Design apb_req_arbiter, sky130hd; sources not shown.
registers.png
(3 px per um) Other sequential cells in the stronger gray, the rest of the logic in the fainter gray.
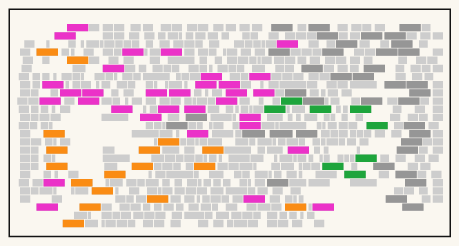
signal	color	placed flops
`pwdata`	magenta	32
`cnt_q`	green	8
`paddr`	orange	17
post-layout util: 0.700
seq pwr: 2.06 mW
flop share of the area: 0.281

gate_families.png
(4 px per um)
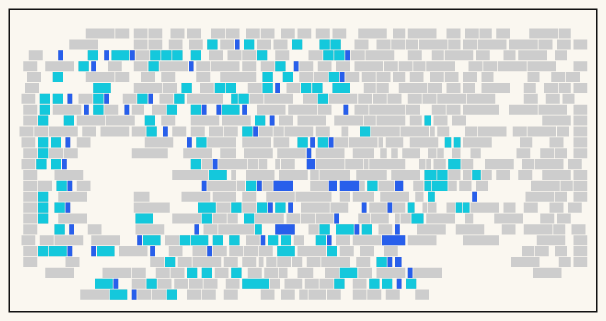
family	color	cells
NOR gates	blue	63
inverting AOI/OAI gates	cyan	120
dominant logic cell type in the layout: clkdlybuf4s50_1
non-filler instance count after layout: 751
Comb/total area: 0.268

final_clocks.png
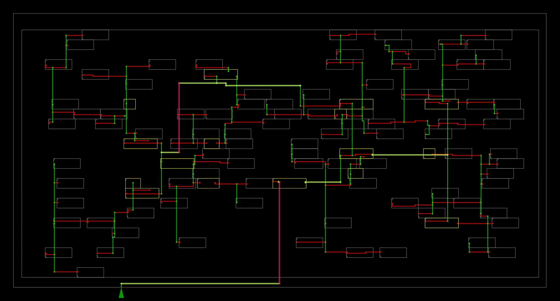
P_clk: 1.70 mW
flop count: 95

density.png
(2 px per um) 15 x 8 tiles, from dark purple (low) to yellow (high), 0 to 100% covered.
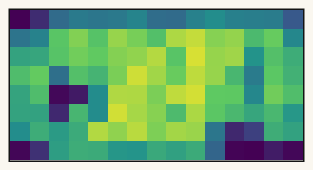
emptiest ninth of the die	bottom right
nearly empty tiles	4.2%
fullest tile	94%
densest ninth of the die	middle
tiles over 75% full	33%
floorplan utilization: 0.399
core area: 0.00967 mm2

==> impl_metrics.csv <==
group,metric,value,unit
outcome,outcome,"finished, final reports clean",
timing,fin_crit_sh,0.986,
critical_path,crit_type,"in2reg",
synthesis,synth_seq_share,0.493,
place,gp_congestion,0.777,
cells_and_area,n_fill_cell,734,
cells_and_area,area_growth,75.4,%
timing,fin_crit,1.97,ns
synthesis,top_cells_by_count,"dfxtp_1, nor2_1, a22oi_1",
synthesis,top_cell_area_share,0.493,
critical_path,crit_path_max_fanout,29,
job,warnings,31,
cells_and_area,ff_latch_area,0.00190,mm2
grt,antenna_found_initial,0,
cells_and_area,fin_area,0.00677,mm2
drt,drt-pass1-iter-count,4,
grt,grt_use_total,0.207,
synthesis,top_cell,"dfxtp_1",
timing,finalMaxSlewViolations,0,
job,maxCapViolCount,0,
clocking,h-tree-depth,3,
place,port_buffers,226,
critical_path,critPathMostFrequentCell,"buf_6",
critical_path,slowest_stage,"clkdlybuf4s50_1",
timing,timing.fmax,507,MHz
synthesis,yosys_warnings,6,
cells_and_area,lay_top_cells,"clkdlybuf4s50_1, dfxtp_1, nor2_1",
drt,routed_via_density,5.20,
drt,vias,3906,
place,numPlacedInstances,731,
critical_path,cp.required,2.14,ns
critical_path,cp_cell_sequence,"clkdlybuf4s50_1, buf_4, a21boi_4, buf_6, a22oi_2, nor2b_4, buf_6, clkbuf_16, nand2b_1, nand3b_1",
clocking,cts_tree,"built",
drt,wl_per_cell,16.5,um
timing,fin_ws,0.0278,ns
synthesis,area_leaders,"dfxtp_1, a22oi_1, a211oi_1",
pwr,seq_power_share,0.425,
min_path,min_path_type,"reg2reg",
pwr,peakVddDrop,0.430,mV
cell families (layout without fill, tap and decap cells):
logic type,Yosys count,count (layout),share of synthesized area
fa+ha+maj,6,6,0.0195
buf+inv,40,269,0.0538
flops,95,95,0.493
simple gates,91,91,0.112
compound gates,154,154,0.320
xor+xnor,1,1,0.00227
layer usage:
metal  part of all wire  up-vias  global-route usage  wire length [um]
li1                   -     1907                   -                 -
met1               0.41     1866               0.242              5110
met2               0.53      119               0.385              6540
met3              0.046       14              0.0527               566
met4              0.013        0              0.0647               164
met5                  0        -                   0                 0
layout make-up:
class,instances,share of cell area
timing repair buffer,249,0.379
sequential,95,0.281
multi-input combinational,252,0.268
clock buffer,9,0.0333
tap,135,0.0250
clock inverter,7,0.0113
inverter,4,0.00222
Power is estimated from default activity; no workload was simulated.
